<file path="src/rtl/dcache_pkg.sv">
// Shared types and geometry helpers for the direct-mapped data cache.
package dcache_pkg;

    localparam int WORD_W     = 32;
    localparam int BLOCK_W    = 128;
    localparam int OFFSET_W   = 2;
    localparam int BLK_ADDR_W = 28;

    typedef enum logic [1:0] {
        IDLE      = 2'd0,
        WRITEBACK = 2'd1,
        ALLOCATE  = 2'd2
    } state_e;

    function automatic int index_w(input int num_blocks);
        return $clog2(num_blocks);
    endfunction

    function automatic int tag_w(input int num_blocks);
        return BLK_ADDR_W - $clog2(num_blocks);
    endfunction

    function automatic logic [WORD_W-1:0] line_word(input logic [BLOCK_W-1:0] line,
                                                     input logic [OFFSET_W-1:0] off);
        return line[int'(off)*WORD_W +: WORD_W];
    endfunction

    function automatic logic [WORD_W-1:0] sat_inc(input logic [WORD_W-1:0] v);
        return (v == 32'hFFFF_FFFF) ? v : v + 32'd1;
    endfunction

endpackage

</file>
<file path="src/rtl/dcache_responder_if.sv">
// CPU-side and memory-side handshake bundle of the data cache.
interface dcache_responder_if;
    import dcache_pkg::*;

    logic                  cpu_read;
    logic                  cpu_write;
    logic [WORD_W-1:0]     cpu_addr;
    logic [WORD_W-1:0]     cpu_wdata;
    logic [WORD_W-1:0]     cpu_rdata;
    logic                  cpu_ready;
    logic                  mem_read;
    logic                  mem_write;
    logic [BLK_ADDR_W-1:0] mem_addr;
    logic [BLOCK_W-1:0]    mem_wdata;
    logic [BLOCK_W-1:0]    mem_rdata;
    logic                  mem_ready;

    modport slave (
        input  cpu_read, cpu_write, cpu_addr, cpu_wdata, mem_rdata, mem_ready,
        output cpu_rdata, cpu_ready, mem_read, mem_write, mem_addr, mem_wdata
    );

    modport master (
        output cpu_read, cpu_write, cpu_addr, cpu_wdata, mem_rdata, mem_ready,
        input  cpu_rdata, cpu_ready, mem_read, mem_write, mem_addr, mem_wdata
    );

endinterface

</file>
<file path="src/rtl/dcache_array.sv">
// Valid/dirty/tag/data storage for the cache lines: one combinational read port,
// one write port with line-fill, word-write and dirty-set enables.
module dcache_array
    import dcache_pkg::*;
#(
    parameter  int NUM_BLOCKS = 8,
    localparam int IDX_W      = index_w(NUM_BLOCKS),
    localparam int TAG_W      = tag_w(NUM_BLOCKS)
) (
    input  logic                clk,
    input  logic                rst,
    input  logic [IDX_W-1:0]    rd_index,
    output logic                rd_valid,
    output logic                rd_dirty,
    output logic [TAG_W-1:0]    rd_tag,
    output logic [BLOCK_W-1:0]  rd_line,
    input  logic [IDX_W-1:0]    wr_index,
    input  logic                fill_en,
    input  logic [TAG_W-1:0]    fill_tag,
    input  logic [BLOCK_W-1:0]  fill_line,
    input  logic                word_en,
    input  logic [OFFSET_W-1:0] word_off,
    input  logic [WORD_W-1:0]   word_data,
    input  logic                dirty_set_en
);

    logic [NUM_BLOCKS-1:0] valid_q;
    logic [NUM_BLOCKS-1:0] valid_d;
    logic [NUM_BLOCKS-1:0] dirty_q;
    logic [NUM_BLOCKS-1:0] dirty_d;
    logic [TAG_W-1:0]      tag_mem  [NUM_BLOCKS];
    logic [BLOCK_W-1:0]    data_mem [NUM_BLOCKS];

    assign rd_valid = valid_q[rd_index];
    assign rd_dirty = dirty_q[rd_index];
    assign rd_tag   = tag_mem[rd_index];
    assign rd_line  = data_mem[rd_index];

    // A fill always leaves the line clean; a store marks it dirty.
    always_comb begin
        valid_d = valid_q;
        dirty_d = dirty_q;
        if (fill_en) begin
            valid_d[wr_index] = 1'b1;
            dirty_d[wr_index] = 1'b0;
        end else if (dirty_set_en) begin
            dirty_d[wr_index] = 1'b1;
        end else begin
            dirty_d = dirty_q;
        end
    end

    // Line state flops; reset invalidates every line and drops dirty data.
    always_ff @(posedge clk) begin
        if (!rst) begin
            valid_q <= {NUM_BLOCKS{1'b0}};
            dirty_q <= {NUM_BLOCKS{1'b0}};
        end else begin
            valid_q <= valid_d;
            dirty_q <= dirty_d;
        end
    end

    // Tag and data storage, deliberately not reset.
    always_ff @(posedge clk) begin
        if (fill_en) begin
            tag_mem[wr_index]  <= fill_tag;
            data_mem[wr_index] <= fill_line;
        end else if (word_en) begin
            data_mem[wr_index][int'(word_off)*WORD_W +: WORD_W] <= word_data;
        end
    end

endmodule

</file>
<file path="src/rtl/dcache_responder.sv">
// Direct-mapped write-back, write-allocate data cache for the MEM stage.
// Define DCACHE_STATS_EN to add saturating hit_cnt/miss_cnt outputs.
module dcache_responder
    import dcache_pkg::*;
#(
    parameter int NUM_BLOCKS      = 8,
    parameter int WORDS_PER_BLOCK = 4
) (
    input  logic              clk,
    input  logic              rst,
    dcache_responder_if.slave bus
`ifdef DCACHE_STATS_EN
    ,
    output logic [WORD_W-1:0] hit_cnt,
    output logic [WORD_W-1:0] miss_cnt
`endif
);

    localparam int IDX_W  = index_w(NUM_BLOCKS);
    localparam int TAG_W  = tag_w(NUM_BLOCKS);
    localparam int LINE_W = WORDS_PER_BLOCK * WORD_W;

    logic [OFFSET_W-1:0]   req_off_s;
    logic [IDX_W-1:0]      req_index_s;
    logic [TAG_W-1:0]      req_tag_s;
    logic [BLK_ADDR_W-1:0] req_blk_s;
    logic                  unused_byte_sel_s;
    logic                  req_s;
    logic                  hit_s;
    logic                  rd_valid_s;
    logic                  rd_dirty_s;
    logic [TAG_W-1:0]      rd_tag_s;
    logic [BLOCK_W-1:0]    rd_line_s;
    logic                  fill_en_s;
    logic                  word_en_s;
    logic                  dirty_set_s;
    logic                  cpu_ready_s;
    logic [WORD_W-1:0]     cpu_rdata_s;

    state_e                state_q;
    state_e                state_d;
    logic                  mem_read_q;
    logic                  mem_read_d;
    logic                  mem_write_q;
    logic                  mem_write_d;
    logic [BLK_ADDR_W-1:0] mem_addr_q;
    logic [BLK_ADDR_W-1:0] mem_addr_d;
    logic [LINE_W-1:0]     mem_wdata_q;
    logic [LINE_W-1:0]     mem_wdata_d;

    assign req_off_s         = bus.cpu_addr[3:2];
    assign req_index_s       = bus.cpu_addr[4 +: IDX_W];
    assign req_tag_s         = bus.cpu_addr[31 -: TAG_W];
    assign req_blk_s         = bus.cpu_addr[31:4];
    assign unused_byte_sel_s = ^bus.cpu_addr[1:0];

    dcache_array #(
        .NUM_BLOCKS(NUM_BLOCKS)
    ) u_array (
        .clk          (clk),
        .rst          (rst),
        .rd_index     (req_index_s),
        .rd_valid     (rd_valid_s),
        .rd_dirty     (rd_dirty_s),
        .rd_tag       (rd_tag_s),
        .rd_line      (rd_line_s),
        .wr_index     (req_index_s),
        .fill_en      (fill_en_s),
        .fill_tag     (req_tag_s),
        .fill_line    (bus.mem_rdata),
        .word_en      (word_en_s),
        .word_off     (req_off_s),
        .word_data    (bus.cpu_wdata),
        .dirty_set_en (dirty_set_s)
    );

    // Hit detection against the line selected by the request index.
    always_comb begin
        req_s = bus.cpu_read | bus.cpu_write;
        hit_s = req_s & rd_valid_s & (rd_tag_s == req_tag_s);
    end

    // Zero-wait response: ready only from IDLE, load data only for pure reads.
    always_comb begin
        cpu_ready_s = 1'b0;
        cpu_rdata_s = {WORD_W{1'b0}};
        if ((state_q == IDLE) && hit_s) begin
            cpu_ready_s = 1'b1;
            cpu_rdata_s = bus.cpu_write ? {WORD_W{1'b0}} : line_word(rd_line_s, req_off_s);
        end else begin
            cpu_ready_s = 1'b0;
        end
    end

    // Next-state and memory-side request computation.
    always_comb begin
        state_d     = state_q;
        mem_read_d  = mem_read_q;
        mem_write_d = mem_write_q;
        mem_addr_d  = mem_addr_q;
        mem_wdata_d = mem_wdata_q;
        fill_en_s   = 1'b0;
        word_en_s   = 1'b0;
        dirty_set_s = 1'b0;
        case (state_q)
            IDLE: begin
                if (hit_s) begin
                    word_en_s   = bus.cpu_write;
                    dirty_set_s = bus.cpu_write;
                end else if (req_s && rd_valid_s && rd_dirty_s) begin
                    state_d     = WRITEBACK;
                    mem_write_d = 1'b1;
                    mem_addr_d  = {rd_tag_s, req_index_s};
                    mem_wdata_d = rd_line_s;
                end else if (req_s) begin
                    state_d    = ALLOCATE;
                    mem_read_d = 1'b1;
                    mem_addr_d = req_blk_s;
                end else begin
                    state_d = IDLE;
                end
            end
            WRITEBACK: begin
                if (bus.mem_ready) begin
                    state_d     = ALLOCATE;
                    mem_write_d = 1'b0;
                    mem_read_d  = 1'b1;
                    mem_addr_d  = req_blk_s;
                end else begin
                    state_d = WRITEBACK;
                end
            end
            ALLOCATE: begin
                // The held request replays in IDLE next cycle and hits the new line.
                if (bus.mem_ready) begin
                    state_d    = IDLE;
                    mem_read_d = 1'b0;
                    fill_en_s  = 1'b1;
                end else begin
                    state_d = ALLOCATE;
                end
            end
            default: begin
                state_d     = IDLE;
                mem_read_d  = 1'b0;
                mem_write_d = 1'b0;
            end
        endcase
    end

    // Controller state and registered memory-side outputs.
    always_ff @(posedge clk) begin
        if (!rst) begin
            state_q     <= IDLE;
            mem_read_q  <= 1'b0;
            mem_write_q <= 1'b0;
            mem_addr_q  <= {BLK_ADDR_W{1'b0}};
            mem_wdata_q <= {LINE_W{1'b0}};
        end else begin
            state_q     <= state_d;
            mem_read_q  <= mem_read_d;
            mem_write_q <= mem_write_d;
            mem_addr_q  <= mem_addr_d;
            mem_wdata_q <= mem_wdata_d;
        end
    end

    assign bus.cpu_ready = cpu_ready_s;
    assign bus.cpu_rdata = cpu_rdata_s;
    assign bus.mem_read  = mem_read_q;
    assign bus.mem_write = mem_write_q;
    assign bus.mem_addr  = mem_addr_q;
    assign bus.mem_wdata = mem_wdata_q;

`ifdef DCACHE_STATS_EN
    logic              after_alloc_q;
    logic              after_alloc_d;
    logic [WORD_W-1:0] hit_cnt_q;
    logic [WORD_W-1:0] hit_cnt_d;
    logic [WORD_W-1:0] miss_cnt_q;
    logic [WORD_W-1:0] miss_cnt_d;

    // The replay hit right after a fill is part of the miss, not a new hit.
    always_comb begin
        after_alloc_d = (state_q == ALLOCATE) && bus.mem_ready;
        hit_cnt_d     = hit_cnt_q;
        miss_cnt_d    = miss_cnt_q;
        if ((state_q == IDLE) && hit_s && !after_alloc_q) begin
            hit_cnt_d = sat_inc(hit_cnt_q);
        end else begin
            hit_cnt_d = hit_cnt_q;
        end
        if ((state_q == IDLE) && req_s && !hit_s) begin
            miss_cnt_d = sat_inc(miss_cnt_q);
        end else begin
            miss_cnt_d = miss_cnt_q;
        end
    end

    // Statistics counters.
    always_ff @(posedge clk) begin
        if (!rst) begin
            after_alloc_q <= 1'b0;
            hit_cnt_q     <= 32'd0;
            miss_cnt_q    <= 32'd0;
        end else begin
            after_alloc_q <= after_alloc_d;
            hit_cnt_q     <= hit_cnt_d;
            miss_cnt_q    <= miss_cnt_d;
        end
    end

    assign hit_cnt  = hit_cnt_q;
    assign miss_cnt = miss_cnt_q;
`endif

endmodule
</file>
<file path="src/flat_wrapper.sv">
// flat-port wrapper written by rule: the top's interface ports become plain ports
module dcache_responder_flat import dcache_pkg::*;
#(
    parameter int NUM_BLOCKS      = 8,
    parameter int WORDS_PER_BLOCK = 4
)
  (clk, rst, bus_cpu_read, bus_cpu_write, bus_cpu_addr, bus_cpu_wdata, bus_mem_rdata, bus_mem_ready, bus_cpu_rdata, bus_cpu_ready, bus_mem_read, bus_mem_write, bus_mem_addr, bus_mem_wdata);
  dcache_responder_if bus_i ();
  input  logic clk;
  input  logic rst;
  input wire logic [$bits(bus_i.cpu_read)-1:0] bus_cpu_read;
  input wire logic [$bits(bus_i.cpu_write)-1:0] bus_cpu_write;
  input wire logic [$bits(bus_i.cpu_addr)-1:0] bus_cpu_addr;
  input wire logic [$bits(bus_i.cpu_wdata)-1:0] bus_cpu_wdata;
  input wire logic [$bits(bus_i.mem_rdata)-1:0] bus_mem_rdata;
  input wire logic [$bits(bus_i.mem_ready)-1:0] bus_mem_ready;
  output wire logic [$bits(bus_i.cpu_rdata)-1:0] bus_cpu_rdata;
  output wire logic [$bits(bus_i.cpu_ready)-1:0] bus_cpu_ready;
  output wire logic [$bits(bus_i.mem_read)-1:0] bus_mem_read;
  output wire logic [$bits(bus_i.mem_write)-1:0] bus_mem_write;
  output wire logic [$bits(bus_i.mem_addr)-1:0] bus_mem_addr;
  output wire logic [$bits(bus_i.mem_wdata)-1:0] bus_mem_wdata;
  assign bus_i.cpu_read = bus_cpu_read;
  assign bus_i.cpu_write = bus_cpu_write;
  assign bus_i.cpu_addr = bus_cpu_addr;
  assign bus_i.cpu_wdata = bus_cpu_wdata;
  assign bus_i.mem_rdata = bus_mem_rdata;
  assign bus_i.mem_ready = bus_mem_ready;
  assign bus_cpu_rdata = bus_i.cpu_rdata;
  assign bus_cpu_ready = bus_i.cpu_ready;
  assign bus_mem_read = bus_i.mem_read;
  assign bus_mem_write = bus_i.mem_write;
  assign bus_mem_addr = bus_i.mem_addr;
  assign bus_mem_wdata = bus_i.mem_wdata;
  dcache_responder #(.NUM_BLOCKS(NUM_BLOCKS), .WORDS_PER_BLOCK(WORDS_PER_BLOCK)) u_core (.clk(clk), .rst(rst), .bus(bus_i));
endmodule
</file>
<file path="config.mk">
export PLATFORM = sky130hd
export DESIGN_NAME = dcache_responder_flat
export DESIGN_NICKNAME = d
export VERILOG_FILES = /design/src/rtl/dcache_pkg.sv /design/src/rtl/dcache_responder_if.sv /design/src/rtl/dcache_array.sv /design/src/rtl/dcache_responder.sv /design/src/flat_wrapper.sv
export SDC_FILE = /design/constraint.sdc
export NUM_CORES = 1
export LEC_CHECK = 0
export CAP_MARGIN = 20
export CORE_ASPECT_RATIO = 1.25
export CORE_UTILIZATION = 38
export CTS_CLUSTER_SIZE = 10
export DETAILED_ROUTE_END_ITERATION = 10
export GPL_TIMING_DRIVEN = 1
export MAX_ROUTING_LAYER = met4
export SYNTH_ARGS = -nofsm -noshare
export SYNTH_HDL_FRONTEND = slang
export SYNTH_HIERARCHICAL = 1
export SYNTH_SLANG_ARGS = --single-unit
</file>
<file path="constraint.sdc">
create_clock -name clk -period 7.1 [get_ports clk]
set_clock_uncertainty 0.05 [all_clocks]
set_input_delay 1.42 -clock clk [delete_from_list [all_inputs] [get_ports clk]]
set_output_delay 1.42 -clock clk [all_outputs]
set_load 0.005 [all_outputs]
</file>
Run 1, clock network drawn from the DEF:
Drawn at 1 px/um.
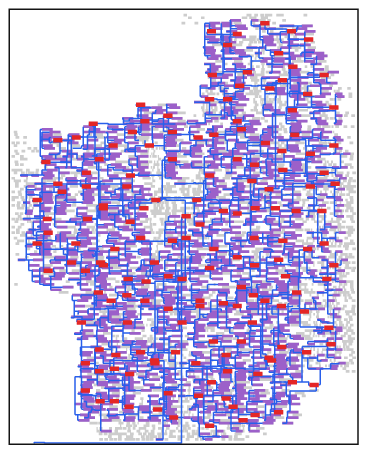
[clock wires] blue | length: 16,800 um
[flip-flops] purple | count: 1,400
[cells driving clock nets] red | count: 160
routed clock nets	161
insertion delay to the later sink of the worst-skew pair: 0.79 ns
Clk network pwr share: 0.421
Clock group: 7.51 mW

Run 1, port wiring:
Drawn at 1 px/um.
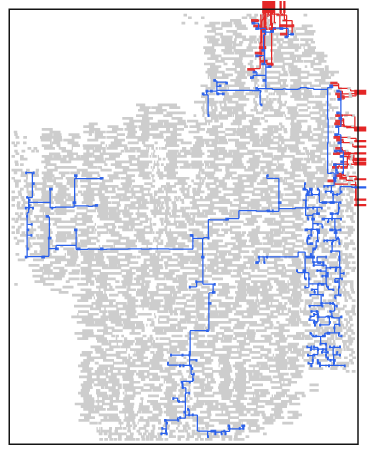
port	colour	bits	direction	edge	end cells	wire
rst	blue	1	input	right	300	3,000 um
bus_mem_addr	red	28	output	16 right, 12 top	28	885 um
# IOs: 388
port bufs: 385

Run 1, sequential cells coloured by netlist name:
Drawn at 1 px/um. Other sequential cells in the stronger grey, the rest of the logic in the fainter grey.
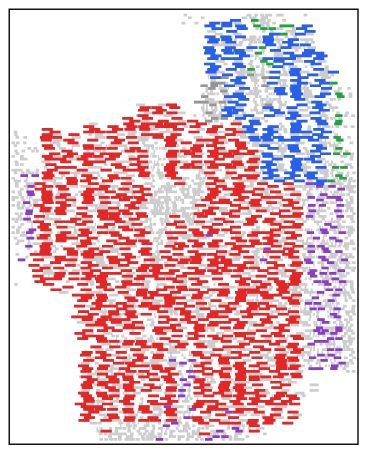
name in the netlist	colour	placed flops
u_core/bus.mem_wdata	purple	128
u_core/u_array/data_mem	red	1,024
u_core/u_array/tag_mem	blue	200
u_core/bus.mem_addr	green	28
not coloured	20
sequential power: 9.06 mW
final design utilization: 0.461
sequential cell area share: 0.594

Run 1, placed standard cells:
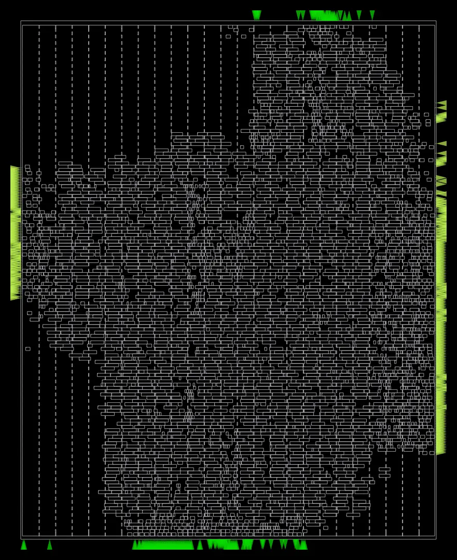
Placeable Area: 147,000 um2
total number of placement rows: 157
fill count: 12.5k

==> results.ini, run 1 <==
[outcome]
outcome = completed

[hold_path]
hold_path.class = flop to flop

[grt]
grt.met1_usage = 0.331
grtUsageMet2 = 0.337

[routing]
drc = 0
highest_layer = met4

[worst_setup_path]
crit_buf_inv = 6

[sta]
rsz0062_at_grt = false
fmax_ghz = 0.151

[synth]
ys_seq_elements = 1400
synth_async_sr_flop_share = 0
adder_share = 0.00111
postSynthAreaPerCell_um2 = 18.9
fp_nets = 3198
ys_warn_count = 6

[power]
maxPowerGroup = sequential cells
p_leak_nw = 21.7
p_int_mw = 13.8

[finish]
syn_to_final_growth_pct = 19.8
final-comb-area_um2 = 15400
flop-count = 1400
num_antenna_cells = 16
clk_share = 0.0692
largest_class = sequential cells

[clocking]
htreeDepth = 4

Run 1, placed cells, one colour a class:
Drawn at 1 px/um.
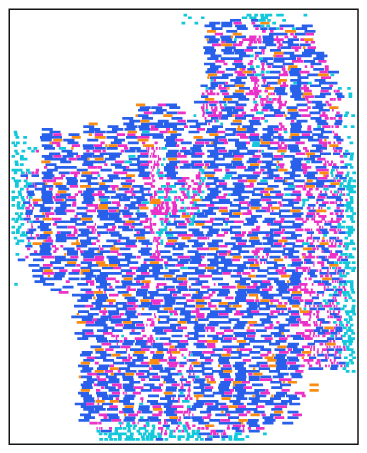

==> run 2, diff against run 1 <==
--- a/config.mk
+++ b/config.mk
@@ -7,9 +7,10 @@
 export LEC_CHECK = 0
 export CAP_MARGIN = 20
 export CORE_ASPECT_RATIO = 1.25
-export CORE_UTILIZATION = 38
+export CORE_UTILIZATION = 50
 export CTS_CLUSTER_SIZE = 10
 export DETAILED_ROUTE_END_ITERATION = 10
+export DONT_BUFFER_PORTS = 1
 export GPL_TIMING_DRIVEN = 1
 export MAX_ROUTING_LAYER = met4
 export SYNTH_ARGS = -nofsm -noshare
Run 2, placed cells, one colour a class:
Drawn at 1 px/um.
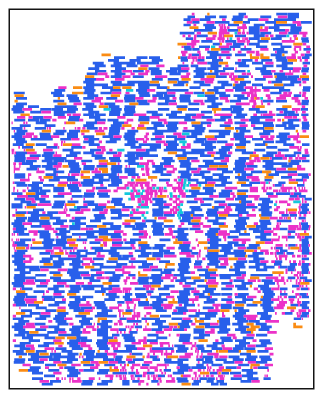
class	colour	cells	share of their area
clock drivers and dummy loads	orange	246	7.5%
flip-flops	blue	1,400	66%
all other logic	magenta	1,393	25%
other buffers and delay cells	cyan	62	0.94%
total number of placement rows: 137
Design Area, Final: 62,700 um2
Placeable Area: 112,000 um2
sequential cell area share: 0.642
final design utilization: 0.560

==> results.ini, run 2 <==
[clocking]
htreeDepth = 4  ; unchanged
clock_latency_ns = 0.77  ; -0.02 ns

[synth]
adder_share = 0.00111  ; unchanged
fp_nets = 3198  ; unchanged
ys_seq_elements = 1400  ; unchanged
ys_warn_count = 6  ; unchanged
synth_async_sr_flop_share = 0  ; unchanged

[power]
p_int_mw = 13.6  ; -1.5%
maxPowerGroup = sequential cells
p_seq_mw = 9.07  ; about the same

[finish]
syn_to_final_growth_pct = 10.8
num_antenna_cells = 51  ; +35
flop-count = 1400  ; unchanged
largest_class = sequential cells
final-comb-area_um2 = 15300  ; about the same
clk_share = 0.0723  ; +0.00315

[hold_path]
hold_path.class = flop to flop

[grt]
grt.met1_usage = 0.385  ; +0.0536
grtUsageMet2 = 0.428  ; +0.0909

[floorplan]
io_pins = 388  ; unchanged

[sta]
fmax_ghz = 0.153  ; +1.0%

[place]
port_buffers = 0  ; -100%

[worst_setup_path]
crit_buf_inv = 1  ; -5

[routing]
highest_layer = met4

[outcome]
outcome = completed

No activity file was given, so power comes from the tool's default toggle rates.
